m4.png
Drawn at 3 px/um. Supply wires on this layer in grey. Cells faint in the background.
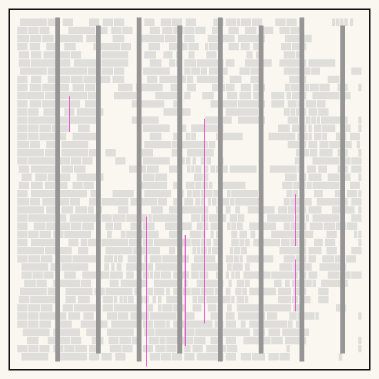
pinout.png
Drawn at 3 px/um. Pins as bars across the die edge, other pins in grey.
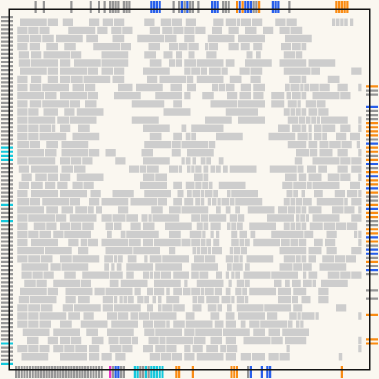
m3.png
Drawn at 4 px/um. Cells faint in the background.
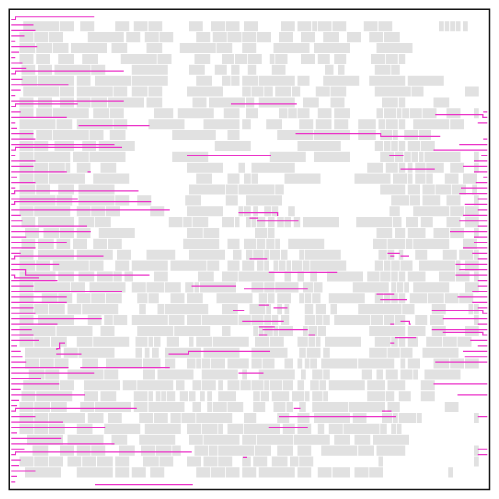
closeup.png
Window x 65 to 115, y 65 to 115 um. Cells in grey, sequential cells in the stronger grey; small squares are vias.
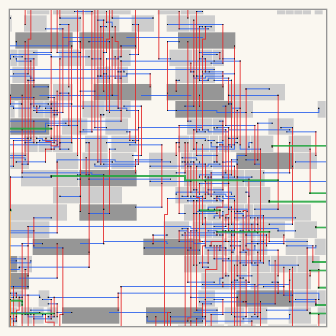
clock_nets.png
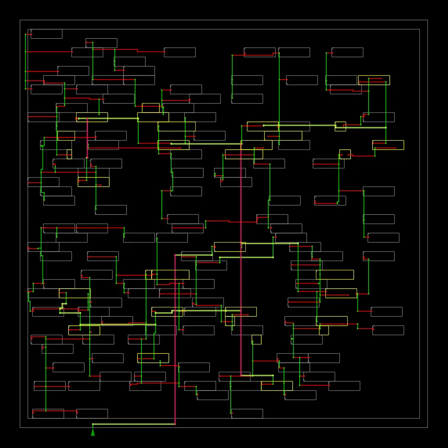
==> config.mk <==
export PLATFORM = sky130hd
export DESIGN_NAME = powlib_iprdreq_flat
export DESIGN_NICKNAME = d
export VERILOG_FILES = /design/src/rtl/powlib_iprdreq_if.sv /design/src/rtl/powlib_iprdreq.sv /design/src/flat_wrapper.sv
export SDC_FILE = /design/constraint.sdc
export NUM_CORES = 1
export LEC_CHECK = 0
export CORE_MARGIN = 2
export CORE_UTILIZATION = 48
export DETAILED_ROUTE_END_ITERATION = 7
export PLACE_DENSITY = 0.83
export SLEW_MARGIN = 20
export SYNTH_ARGS = -nofsm -noshare
export SYNTH_HDL_FRONTEND = slang
export SYNTH_SLANG_ARGS = --single-unit
export TNS_END_PERCENT = 20
==> constraint.sdc <==
create_clock -name clk -period 9.1 [get_ports clk]
set_input_delay 1.82 -clock clk [delete_from_list [all_inputs] [get_ports clk]]
set_output_delay 1.82 -clock clk [all_outputs]
set_load 0.05 [all_outputs]
==> impl_metrics.csv <==
group,metric,value,unit
routing,wl_met1,6460,um
yosys,ys_async_sr_fraction,100,%
final_layout,logic_area,3200,um2
worst_setup_path,startpoint_type,"register",
worst_setup_path,timing_worst_setup_path_type,"reg2out",
clock_network,cts_tree,"yes",
power_and_ir_drop,totalPowerFinal,2.88,mW
routing,drc_errors,0,
placement,detailed_place_hpwl,12100,um
final_layout,layoutNonFillerInstCount,952,
final_layout,postLayoutCoreUtil,69.7,%
global_routing,grt_first_pass_wirelength,27100,um
sta,tns,0,ps
final_layout,antenna_cells,0,
global_routing,maximum_number_of_pins_on_one_net_before_global_route_repair,64,
yosys,enable_flop_cells,0,
final_layout,layout.nets,908,
final_layout,area_growth_syn_to_layout,42.6,%
yosys,ys.warnings.count,0,
global_routing,congestion_overflow_gr,0,
power_and_ir_drop,p_leak,3.89,nW
sta,clock.fmax,0.176,GHz
clock_network,clkSlewWorstSetupHoldPaths,60,ps
routing,dr_wl_met2,8430,um
worst_setup_path,critPathMaxFanout,9,
clock_network,root_buffer,"sky130_fd_sc_hd__clkbuf_16",
final_layout,comb-cell-share,34.9,%
sta,report.final.hold_viol_count,0,
final_layout,lay_top_count,"sky130_fd_sc_hd__clkdlybuf4s50_1",
floorplan,die_area,14300,um2
final_layout,inv_count,9,
yosys,flop_cell,"sky130_fd_sc_hd__dfrtp_1",
sta,post-route-period-util,62.5,%
clock_network,hold_fix_buffers_at_cts,0,
final_layout,fillerInstances,934,
floorplan,core_region_area,13100,um2
power_and_ir_drop,cellPowerDensity,314,nW/um2
placement,dpl_worst_slack,3930,ps
sta,worstMarginPinSlew,912,ps
clock_network,postCtsSetupBuffers,0,
hold_path,worst_hold_path.num_cells,1,
final_layout,non_clock_buffer_area_share,22.4,%
run_status,status,"complete, no violations",
clock_network,post_cts_resized,0,
routing,wire_per_inst,17.5,um
global_routing,most_used_routing_layer,"met2",
clock_network,max-clock-path-buffers,2,
final_layout,nonClockBufferCount,206,
worst_setup_path,reg2regPathDepth,8,
clock_network,h_tree_lvl_count,4,
## Picture notes: m4.png
- share of all routed wire: 1.2%
- nets with wire on the layer: 5
- main direction: vertical
- longest straight run: 68.0 um
- wire length on this layer: 200 um
number of vias in the routed layout: 5,092
wire length reported by the detailed router: 16,600 um

## Picture notes: pinout.png
- magenta: bus_wrrdy (pins 1; direction input; edge bottom)
- cyan: bus_cmdcnt (pins 16; direction input; edge 8 bottom, 8 left)
- orange: bus_wrdata (pins 37; direction output; edge 22 right, 8 top, 7 bottom)
- blue: bus_cmdaddr (pins 32; direction input; edge 16 top, 10 right, 6 bottom)
- all pins by edge: 86 left, 61 bottom, 50 right, 49 top
Die Y: 120 um
input/output buffers: 202
die x size: 120 um

## Picture notes: m3.png
- nets with wire on the layer: 163
- longest straight run: 43.9 um
- wire length on this layer: 1,550 um
GRT met3 Usage: 9.74%

## Picture notes: closeup.png
- red: M2
- orange: M4
- blue: M1
- green: M3
- most frequent: clkdlybuf4s50_1 (23), dfrtp_1 (16), mux2_2 (13)
- sequential cells in the window: 16
- cells with their middle in the window: 123

## Picture notes: clock_nets.png
number of sequential cells in the layout: 120
total of clock buffers placed in the layout: 20
Inserted Clock Buffers: 17
CTS Sinks: 120
clk_skew: 7.20 ps

## Yosys cell counts (10+ instances only)
cell	number	area [um2]
sky130_fd_sc_hd__buf_4	25	188
sky130_fd_sc_hd__nand2_1	28	105
sky130_fd_sc_hd__a21oi_1	23	115
sky130_fd_sc_hd__xor2_1	12	105
sky130_fd_sc_hd__nor2_1	21	78.8
sky130_fd_sc_hd__o21ai_0	27	135
sky130_fd_sc_hd__nand3_1	10	50.1
sky130_fd_sc_hd__xnor2_1	39	342
sky130_fd_sc_hd__dfrtp_1	120	3000
sky130_fd_sc_hd__nand4_1	13	81.3
sky130_fd_sc_hd__ha_1	19	238
sky130_fd_sc_hd__mux2_2	96	1080
## cell families (layout without fill, tap and decap cells)
logic type	count (synthesis)	in the layout	synth area share [%]
AND/OR/NAND/NOR	126	126	10.7
flip-flops	120	120	46.8
multiplexers	97	97	17.0
AND-OR/OR-AND	93	93	9.41
buffers and inverters	53	246	4.73
XOR/XNOR	51	51	6.96
adder cells (fa/ha/maj)	21	21	4.33
other	2	22	0.117
## worst max-delay path, stage by stage (launching register included)
cell                              delay (ps)
sky130_fd_sc_hd__dfrtp_1                 530
sky130_fd_sc_hd__ha_1                    250
sky130_fd_sc_hd__inv_1                    60
sky130_fd_sc_hd__fa_1                    410
sky130_fd_sc_hd__nor2b_1                 220
sky130_fd_sc_hd__o2111ai_1               180
sky130_fd_sc_hd__nand3_1                 150
sky130_fd_sc_hd__and2_1                  200
sky130_fd_sc_hd__a31o_4                  230
sky130_fd_sc_hd__nand4_1                 140
sky130_fd_sc_hd__xnor2_1                 220
sky130_fd_sc_hd__clkdlybuf4s50_1         840
## power breakdown
group,total (mW),switching (mW),internal [mW]
Sequential,0.816,0.128,0.688
Clock,0.747,0.248,0.499
Combinational,1.32,0.795,0.520
Total,2.88,1.17,1.71
No activity file was given, so power comes from the tool's default toggle rates.
